**src/rtl/pipeline_retire_tracker_if.sv**
```systemverilog
// Fetch/hazard inputs, retire-record handshake and status counters of the
// retire tracker, bundled so the core side and the logger side share one port.
interface pipeline_retire_tracker_if #(
   parameter int FIFO_DEPTH = 8,
   parameter int SEQ_W      = 16,
   parameter int CYC_W      = 32
);
   localparam int CNT_W = $clog2(FIFO_DEPTH) + 1;

   logic             fetch_valid;
   logic [15:0]      fetch_pc;
   logic [15:0]      fetch_instr;
   logic             stall;
   logic             flush;
   logic             ret_ready;
   logic             ret_valid;
   logic [SEQ_W-1:0] ret_seq;
   logic [15:0]      ret_pc;
   logic [15:0]      ret_instr;
   logic [CYC_W-1:0] ret_cycle;
   logic [CNT_W-1:0] fifo_count;
   logic             overflow;
   logic [7:0]       drop_cnt;
   logic [7:0]       squash_cnt;

   modport master (
      output fetch_valid, fetch_pc, fetch_instr, stall, flush, ret_ready,
      input  ret_valid, ret_seq, ret_pc, ret_instr, ret_cycle,
             fifo_count, overflow, drop_cnt, squash_cnt
   );

   modport slave (
      input  fetch_valid, fetch_pc, fetch_instr, stall, flush, ret_ready,
      output ret_valid, ret_seq, ret_pc, ret_instr, ret_cycle,
             fifo_count, overflow, drop_cnt, squash_cnt
   );
endinterface

```
**src/rtl/pipeline_retire_tracker.sv**
```systemverilog
// Shadows the IF/ID/EX/MEM/WB pipeline with sequence tags and turns every WB
// instruction into a retire record held in a first-word-fall-through FIFO.
module pipeline_retire_tracker #(
   parameter int FIFO_DEPTH = 8,
   parameter int SEQ_W      = 16,
   parameter int CYC_W      = 32
) (
   input  logic                     clk,
   input  logic                     rst_n,
   pipeline_retire_tracker_if.slave bus
);
   localparam int PTR_W  = $clog2(FIFO_DEPTH);
   localparam int CNT_W  = PTR_W + 1;
   localparam int STAGES = 4;
   localparam int S_ID   = 0;
   localparam int S_EX   = 1;
   localparam int S_MEM  = 2;
   localparam int S_WB   = 3;

   typedef struct packed {
      logic [SEQ_W-1:0] seq;
      logic [15:0]      pc;
      logic [15:0]      instr;
   } tag_t;

   typedef struct packed {
      tag_t             tag;
      logic [CYC_W-1:0] cycle;
   } rec_t;

   // Pipeline shadow state
   logic [STAGES-1:0]       r_vld_pipe;
   tag_t [STAGES-1:0]       r_tag;
   logic [SEQ_W-1:0]        r_seq;
   logic [CYC_W-1:0]        r_cycle;
   logic [7:0]              r_squash_cnt;

   // Retire FIFO state
   rec_t                    r_fifo [FIFO_DEPTH];
   logic [PTR_W-1:0]        r_wr_ptr;
   logic [PTR_W-1:0]        r_rd_ptr;
   logic [CNT_W-1:0]        r_count;
   logic                    r_overflow;
   logic [7:0]              r_drop_cnt;

   logic                    w_accept;
   logic [1:0]              w_squash_inc;
   logic [8:0]              w_squash_sum;
   logic [8:0]              w_drop_sum;
   logic                    w_push;
   logic                    w_pop;
   logic                    w_wr;
   logic                    w_drop;
   logic                    w_empty;
   logic                    w_full;
   rec_t                    w_rec;
   rec_t                    w_head;

   assign w_accept     = bus.fetch_valid & ~bus.stall & ~bus.flush;
   assign w_squash_inc = bus.flush ? (2'(r_vld_pipe[S_ID]) + 2'(bus.fetch_valid)) : 2'd0;
   assign w_squash_sum = {1'b0, r_squash_cnt} + 9'(w_squash_inc);
   assign w_drop_sum   = {1'b0, r_drop_cnt} + 9'd1;

   assign w_empty = (r_count == '0);
   assign w_full  = (r_count == CNT_W'(FIFO_DEPTH));
   assign w_push  = r_vld_pipe[S_WB];
   assign w_pop   = ~w_empty & bus.ret_ready;
   // A full FIFO still takes the record when the head leaves on the same edge.
   assign w_wr    = w_push & (~w_full | w_pop);
   assign w_drop  = w_push & w_full & ~w_pop;

   assign w_rec.tag   = r_tag[S_WB];
   assign w_rec.cycle = r_cycle;

   always_ff @(posedge clk or negedge rst_n) begin
      if (!rst_n) begin
         r_vld_pipe   <= '0;
         r_tag        <= '0;
         r_seq        <= '0;
         r_cycle      <= '0;
         r_squash_cnt <= '0;
      end else begin
         r_cycle          <= r_cycle + CYC_W'(1);
         r_vld_pipe[S_WB] <= r_vld_pipe[S_MEM];
         r_tag[S_WB]      <= r_tag[S_MEM];
         r_vld_pipe[S_MEM] <= r_vld_pipe[S_EX];
         r_tag[S_MEM]     <= r_tag[S_EX];
         if (bus.flush) begin
            // Flush overrides stall: both ID and EX become bubbles.
            r_vld_pipe[S_ID] <= 1'b0;
            r_vld_pipe[S_EX] <= 1'b0;
            r_squash_cnt     <= w_squash_sum[8] ? 8'hFF : w_squash_sum[7:0];
         end else if (bus.stall) begin
            r_vld_pipe[S_EX] <= 1'b0;
         end else begin
            r_vld_pipe[S_EX] <= r_vld_pipe[S_ID];
            r_tag[S_EX]      <= r_tag[S_ID];
            r_vld_pipe[S_ID] <= w_accept;
            if (w_accept) begin
               r_tag[S_ID].seq   <= r_seq;
               r_tag[S_ID].pc    <= bus.fetch_pc;
               r_tag[S_ID].instr <= bus.fetch_instr;
               r_seq             <= r_seq + SEQ_W'(1);
            end
         end
      end
   end

   always_ff @(posedge clk or negedge rst_n) begin
      if (!rst_n) begin
         r_wr_ptr   <= '0;
         r_rd_ptr   <= '0;
         r_count    <= '0;
         r_overflow <= 1'b0;
         r_drop_cnt <= '0;
      end else begin
         if (w_wr)
            r_wr_ptr <= r_wr_ptr + PTR_W'(1);
         if (w_pop)
            r_rd_ptr <= r_rd_ptr + PTR_W'(1);
         if (w_wr && !w_pop)
            r_count <= r_count + CNT_W'(1);
         else if (!w_wr && w_pop)
            r_count <= r_count - CNT_W'(1);
         if (w_drop) begin
            r_overflow <= 1'b1;
            r_drop_cnt <= w_drop_sum[8] ? 8'hFF : w_drop_sum[7:0];
         end
      end
   end

   // Storage needs no reset: head outputs are gated by occupancy.
   always_ff @(posedge clk) begin
      if (w_wr)
         r_fifo[r_wr_ptr] <= w_rec;
   end

   assign w_head = r_fifo[r_rd_ptr];

   assign bus.ret_valid  = ~w_empty;
   assign bus.ret_seq    = w_empty ? '0 : w_head.tag.seq;
   assign bus.ret_pc     = w_empty ? '0 : w_head.tag.pc;
   assign bus.ret_instr  = w_empty ? '0 : w_head.tag.instr;
   assign bus.ret_cycle  = w_empty ? '0 : w_head.cycle;
   assign bus.fifo_count = r_count;
   assign bus.overflow   = r_overflow;
   assign bus.drop_cnt   = r_drop_cnt;
   assign bus.squash_cnt = r_squash_cnt;
endmodule

```
**src/flat_wrapper.sv**
```systemverilog
// flat-port wrapper written by rule: the top's interface ports become plain ports
module pipeline_retire_tracker_flat 
#(
   parameter int FIFO_DEPTH = 8,
   parameter int SEQ_W      = 16,
   parameter int CYC_W      = 32
)
  (clk, rst_n, bus_fetch_valid, bus_fetch_pc, bus_fetch_instr, bus_stall, bus_flush, bus_ret_ready, bus_ret_valid, bus_ret_seq, bus_ret_pc, bus_ret_instr, bus_ret_cycle, bus_fifo_count, bus_overflow, bus_drop_cnt, bus_squash_cnt);
  pipeline_retire_tracker_if #(.FIFO_DEPTH(FIFO_DEPTH), .SEQ_W(SEQ_W), .CYC_W(CYC_W)) bus_i ();
  input  logic clk;
  input  logic rst_n;
  input wire logic [$bits(bus_i.fetch_valid)-1:0] bus_fetch_valid;
  input wire logic [$bits(bus_i.fetch_pc)-1:0] bus_fetch_pc;
  input wire logic [$bits(bus_i.fetch_instr)-1:0] bus_fetch_instr;
  input wire logic [$bits(bus_i.stall)-1:0] bus_stall;
  input wire logic [$bits(bus_i.flush)-1:0] bus_flush;
  input wire logic [$bits(bus_i.ret_ready)-1:0] bus_ret_ready;
  output wire logic [$bits(bus_i.ret_valid)-1:0] bus_ret_valid;
  output wire logic [$bits(bus_i.ret_seq)-1:0] bus_ret_seq;
  output wire logic [$bits(bus_i.ret_pc)-1:0] bus_ret_pc;
  output wire logic [$bits(bus_i.ret_instr)-1:0] bus_ret_instr;
  output wire logic [$bits(bus_i.ret_cycle)-1:0] bus_ret_cycle;
  output wire logic [$bits(bus_i.fifo_count)-1:0] bus_fifo_count;
  output wire logic [$bits(bus_i.overflow)-1:0] bus_overflow;
  output wire logic [$bits(bus_i.drop_cnt)-1:0] bus_drop_cnt;
  output wire logic [$bits(bus_i.squash_cnt)-1:0] bus_squash_cnt;
  assign bus_i.fetch_valid = bus_fetch_valid;
  assign bus_i.fetch_pc = bus_fetch_pc;
  assign bus_i.fetch_instr = bus_fetch_instr;
  assign bus_i.stall = bus_stall;
  assign bus_i.flush = bus_flush;
  assign bus_i.ret_ready = bus_ret_ready;
  assign bus_ret_valid = bus_i.ret_valid;
  assign bus_ret_seq = bus_i.ret_seq;
  assign bus_ret_pc = bus_i.ret_pc;
  assign bus_ret_instr = bus_i.ret_instr;
  assign bus_ret_cycle = bus_i.ret_cycle;
  assign bus_fifo_count = bus_i.fifo_count;
  assign bus_overflow = bus_i.overflow;
  assign bus_drop_cnt = bus_i.drop_cnt;
  assign bus_squash_cnt = bus_i.squash_cnt;
  pipeline_retire_tracker #(.FIFO_DEPTH(FIFO_DEPTH), .SEQ_W(SEQ_W), .CYC_W(CYC_W)) u_core (.clk(clk), .rst_n(rst_n), .bus(bus_i));
endmodule
```
**config.mk**
```make
export PLATFORM = sky130hd
export DESIGN_NAME = pipeline_retire_tracker_flat
export DESIGN_NICKNAME = d
export VERILOG_FILES = /design/src/rtl/pipeline_retire_tracker_if.sv /design/src/rtl/pipeline_retire_tracker.sv /design/src/flat_wrapper.sv
export SDC_FILE = /design/constraint.sdc
export NUM_CORES = 1
export LEC_CHECK = 0
export CAP_MARGIN = 20
export CORE_UTILIZATION = 30
export CTS_CLUSTER_DIAMETER = 40
export DETAILED_ROUTE_END_ITERATION = 6
export PLACE_DENSITY = 0.41
export SYNTH_ARGS = -nofsm -noshare
export SYNTH_HDL_FRONTEND = slang
export SYNTH_SLANG_ARGS = --single-unit
```
**constraint.sdc**
```tcl
create_clock -name clk -period 10.9 [get_ports clk]
set_input_delay 1.635 -clock clk [delete_from_list [all_inputs] [get_ports clk]]
set_output_delay 1.635 -clock clk [all_outputs]
set_load 0.005 [all_outputs]
```
**Run 1: floorplan with the power grid**

The bar under the picture is 100 um long. Pins as bars on the die edge. Tap cells in grey.
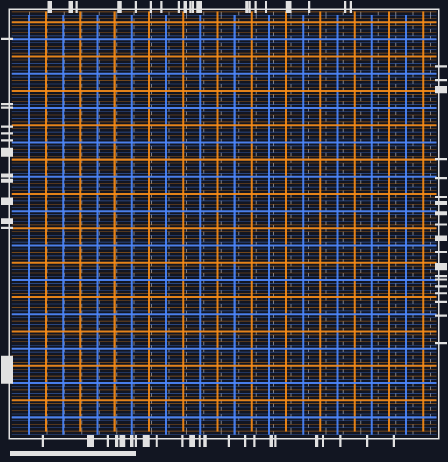
Key: orange = VDD; blue = VSS
24 straps on met4. 140 signal pins sit on the boundary. 124 met1 rails follow the rows. 24 straps on met5.
area of the core: 112500 um2
die span in y: 338.7 um
width of the chip: 338.7 um

**Run 1: placed cells, one colour a class**

The bar under the picture is 100 um long.
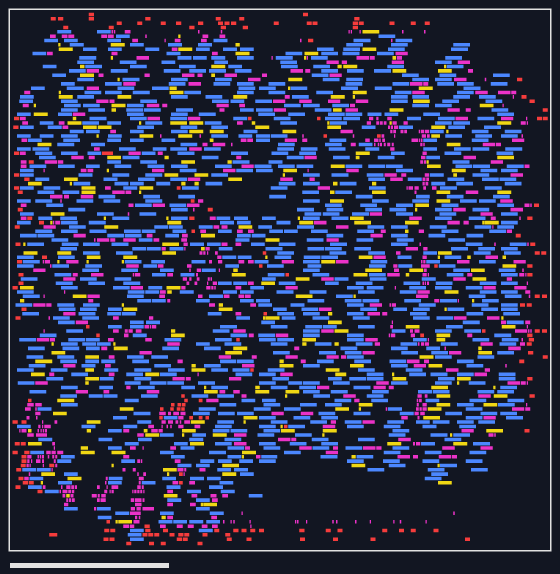
Key: yellow = clock drivers and dummy loads [cells 273, share of their area 12%]; blue = flip-flops [cells 911, share of their area 65%]; red = other buffers and delay cells [cells 177, share of their area 4.2%]; magenta = all other logic [cells 677, share of their area 19%]
placement row count: 123
post-layout util: 0.3744
sequential share of cell area: 0.6176
Final Instance Area: 42120 um2

==> impl_report.txt, run 1 <==
FLOW METRICS REPORT
----------------------------------------------------
[Placement]
  Total of buffers placed on input and output ports ........................ 139
  Post-DP HPWL ........................ 42550 um

[Critical path]
  CP max-delay cell ........................ sky130_fd_sc_hd__dfrtp_4
  Startpoint Class ........................ register

[Timing]
  Fmax ........................ 0.1647 GHz
  Unrepaired setup endpoints after global routing ........................ no
  Post-route minimum period ........................ 6.071 ns
  Setup_tns ........................ 0 ns

[Yosys]
  Distinct lib cells used ........................ 45
  XORs/XNORs by Area ........................ 0.01390
  Flops & latches, synth ........................ 911
  Sequential cell area fraction in the yosys report ........................ 0.7643
  List of most frequent post-synthesis cells ........................ sky130_fd_sc_hd__edfxtp_1, sky130_fd_sc_hd__dfrtp_1, sky130_fd_sc_hd__mux4_2, sky130_fd_sc_hd__mux2_2, sky130_fd_sc_hd__nor2_1
  Chip Area, Yosys ........................ 34020 um2
  Compound-cell area share of the yosys netlist ........................ 0.003972
  Share of synthesized registers carrying an async set or reset ........................ 0.2975
  Syn Std Cell Area ........................ 34020 um2
  Area leader share ........................ 0.5649
  Top-count cell post-synth ........................ sky130_fd_sc_hd__edfxtp_1
  Main kind of combinational logic by area ........................ multiplexers

[Power]
  P per Cell Area ........................ 262.6 nW/um2

[Detailed routing]
  Remaining number of nets flagged by the antenna check after routing ........................ 0
  Remaining routing DRC violations ........................ 4
  Top routing layer in use ........................ met4

[Outcome]
  Run status ........................ finished, violations left
  Violated checks ........................ design-rule violations

[Layout]
  NumNets Final ........................ 1964
  Leading cell type in the layout, fill and taps excluded ........................ sky130_fd_sc_hd__edfxtp_1
  Diodes inserted ........................ 1
  Most numerous logic cells after layout ........................ sky130_fd_sc_hd__edfxtp_1, sky130_fd_sc_hd__dfrtp_1, sky130_fd_sc_hd__mux4_2
  Final instance count without filler cells ........................ 3539
  Largest register FFs ........................ 640
  Register with the most flip-flops ........................ u_core.r_fifo

[Min path]
  Path type of the worst min-delay path ........................ register to register

[Floorplan]
  Well-tap cell count ........................ 1500
  Pre-placement core utilization ........................ 0.3024

----------------------------------------------------
**Run 1: clock network drawn from the DEF**

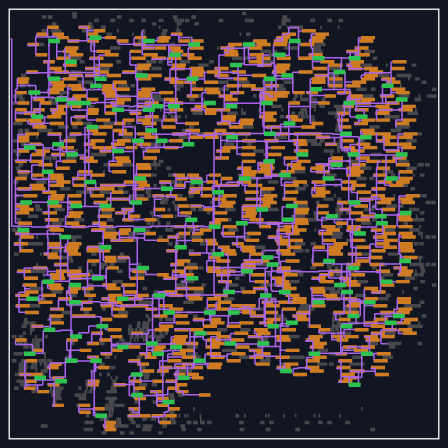
Key: purple = clock wires [length 12500 um]; green = cells driving clock nets [count 146]; orange = flip-flops [count 911]
Position of the flops: widely spread. There are 147 routed clock nets.
Clock power frac: 0.414
clock network latency to the later pin of the worst-skew pair: 0.72 ns
Fin Clk Skew: 0.02287 ns
power dissipated in the clock network: 4.58 mW

**Run 1: wiring by layer**

The bar under the picture is 100 um long. Two of the layers only.
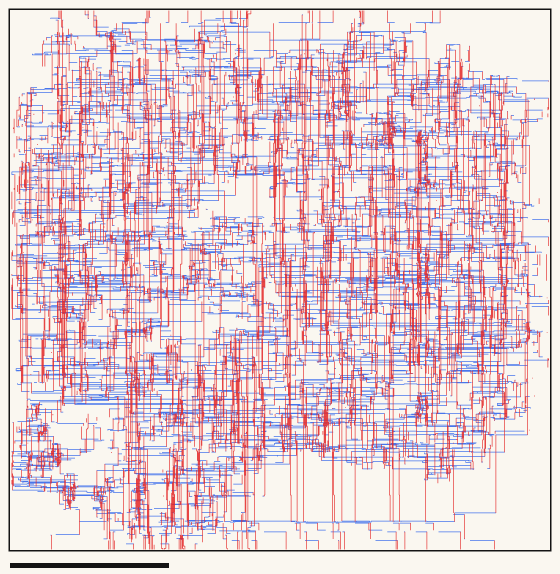
Key: blue = met1 [wire length 34.5 mm]; red = met2 [wire length 39.9 mm]
Total GRT Usage: 0.1408
average wire length per cell after detail routing: 22.24 um
Vias: 15.97k
total length of routed wires: 78690 um

**Run 1: cell outlines without signal wires**

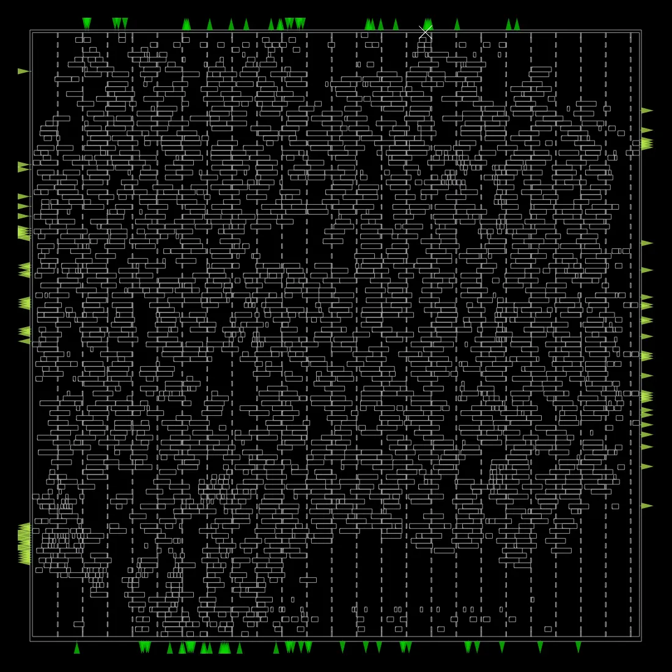

==> run 1 -> run 2 <==
--- a/config.mk
+++ b/config.mk
@@ -9,7 +9,7 @@
 export CORE_UTILIZATION = 30
 export CTS_CLUSTER_DIAMETER = 40
 export DETAILED_ROUTE_END_ITERATION = 6
-export PLACE_DENSITY = 0.41
+export PLACE_DENSITY = 0.43
 export SYNTH_ARGS = -nofsm -noshare
 export SYNTH_HDL_FRONTEND = slang
 export SYNTH_SLANG_ARGS = --single-unit
==> constraint.sdc (replaced) <==
create_clock -name clk -period 5.5 [get_ports clk]
set_input_delay 0.825 -clock clk [delete_from_list [all_inputs] [get_ports clk]]
set_output_delay 0.825 -clock clk [all_outputs]
set_load 0.005 [all_outputs]
**Run 2: cell outlines without signal wires**

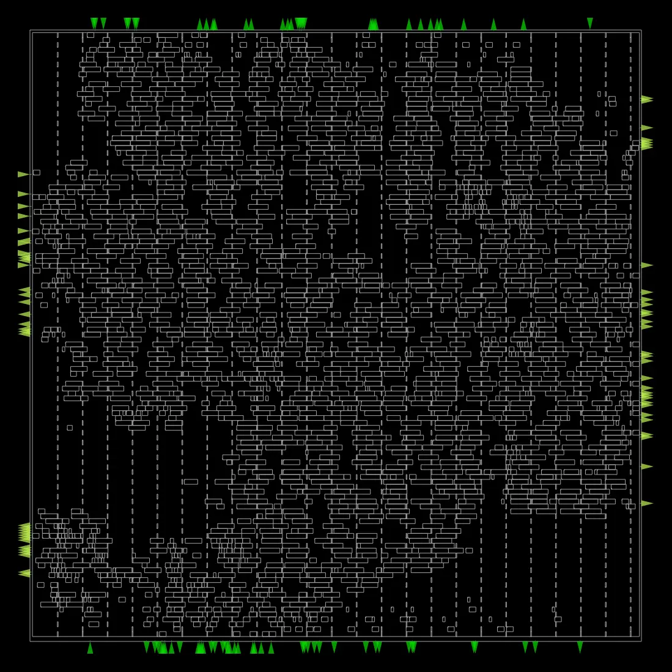
Filler Cell Count: 10.28k
well-tap cell count: 1500
sequential share of cell area: 0.6149

**Run 2: floorplan with the power grid**

The bar under the picture is 100 um long. Pins as bars on the die edge. Tap cells in grey.
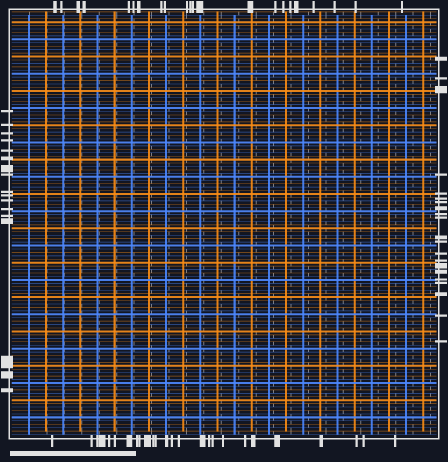
Key: blue = VSS; orange = VDD
124 met1 rails follow the rows. 1500 tap cells. The core has 123 rows. 140 signal pins sit on the boundary.
peak ir drop on the vdd network: 0.0002481 V

==> run 2 against run 1 <==
- the run now ends clean
- utilization is 0.16 points higher
- clock power up 98%
- register-to-register slack got worse by 5.3 ns
- highest routed layer unchanged
- synthesized cell count did not move
- global-route usage is 0.72 points lower
- count of clock-buffer cells in the layout down 6
- critical path depth shrank 1
- sequential share of layout area fell by 0.27 points
==> impl_report.txt, run 2 <==
FLOW METRICS REPORT
----------------------------------------------------
[Outcome]
  Run status ........................ completed

[Detailed routing]
  Remaining number of nets flagged by the antenna check after routing ........................ 0 (unchanged)
  Average wire length per cell after detail routing ........................ 21.15 um (-4.9%)
  Top routing layer in use ........................ met4
  Vias ........................ 15.90k (-0.48%)

[Power]
  Power dissipated in the clock network ........................ 9.06 mW (+98%)
  P per Cell Area ........................ 518.6 nW/um2 (+97%)
  Clock power frac ........................ 0.413 (about the same)

[Yosys]
  XORs/XNORs by Area ........................ 0.01390 (unchanged)
  Area leader share ........................ 0.5649 (unchanged)
  Chip Area, Yosys ........................ 34020 um2 (unchanged)
  Compound-cell area share of the yosys netlist ........................ 0.003972 (unchanged)
  Distinct lib cells used ........................ 45 (unchanged)
  Top-count cell post-synth ........................ sky130_fd_sc_hd__edfxtp_1
  Share of synthesized registers carrying an async set or reset ........................ 0.2975 (unchanged)
  Sequential cell area fraction in the yosys report ........................ 0.7643 (unchanged)
  Syn Std Cell Area ........................ 34020 um2 (unchanged)

[Placement]
  Total of buffers placed on input and output ports ........................ 139 (unchanged)
  Post-DP HPWL ........................ 39590 um (-7.0%)

[Timing]
  Post-route minimum period ........................ 4.310 ns
  Fmax ........................ 0.2320 GHz
  Fin Clk Skew ........................ 0.02750 ns (+0.004631 ns)

[Floorplan]
  Area of the core ........................ 112500 um2 (unchanged)
  Placement row count ........................ 123 (unchanged)
  Pre-placement core utilization ........................ 0.3024 (unchanged)
  Width of the chip ........................ 338.7 um (unchanged)

[Layout]
  Most numerous logic cells after layout ........................ sky130_fd_sc_hd__edfxtp_1, sky130_fd_sc_hd__dfrtp_1, sky130_fd_sc_hd__mux4_2
  Final instance count without filler cells ........................ 3521 (-0.51%)
  Post-layout util ........................ 0.3760 (+0.001635)
  Register with the most flip-flops ........................ u_core.r_fifo
  Largest register FFs ........................ 640 (unchanged)
  Leading cell type in the layout, fill and taps excluded ........................ sky130_fd_sc_hd__edfxtp_1

[Critical path]
  CP max-delay cell ........................ sky130_fd_sc_hd__dfrtp_4
  Startpoint Class ........................ register

[Min path]
  Path type of the worst min-delay path ........................ input pin to asynchronous set/reset pin

[Clock network]
  Clock network latency to the later pin of the worst-skew pair ........................ 0.73 ns (about the same)

----------------------------------------------------
Power is estimated from default activity; no workload was simulated.
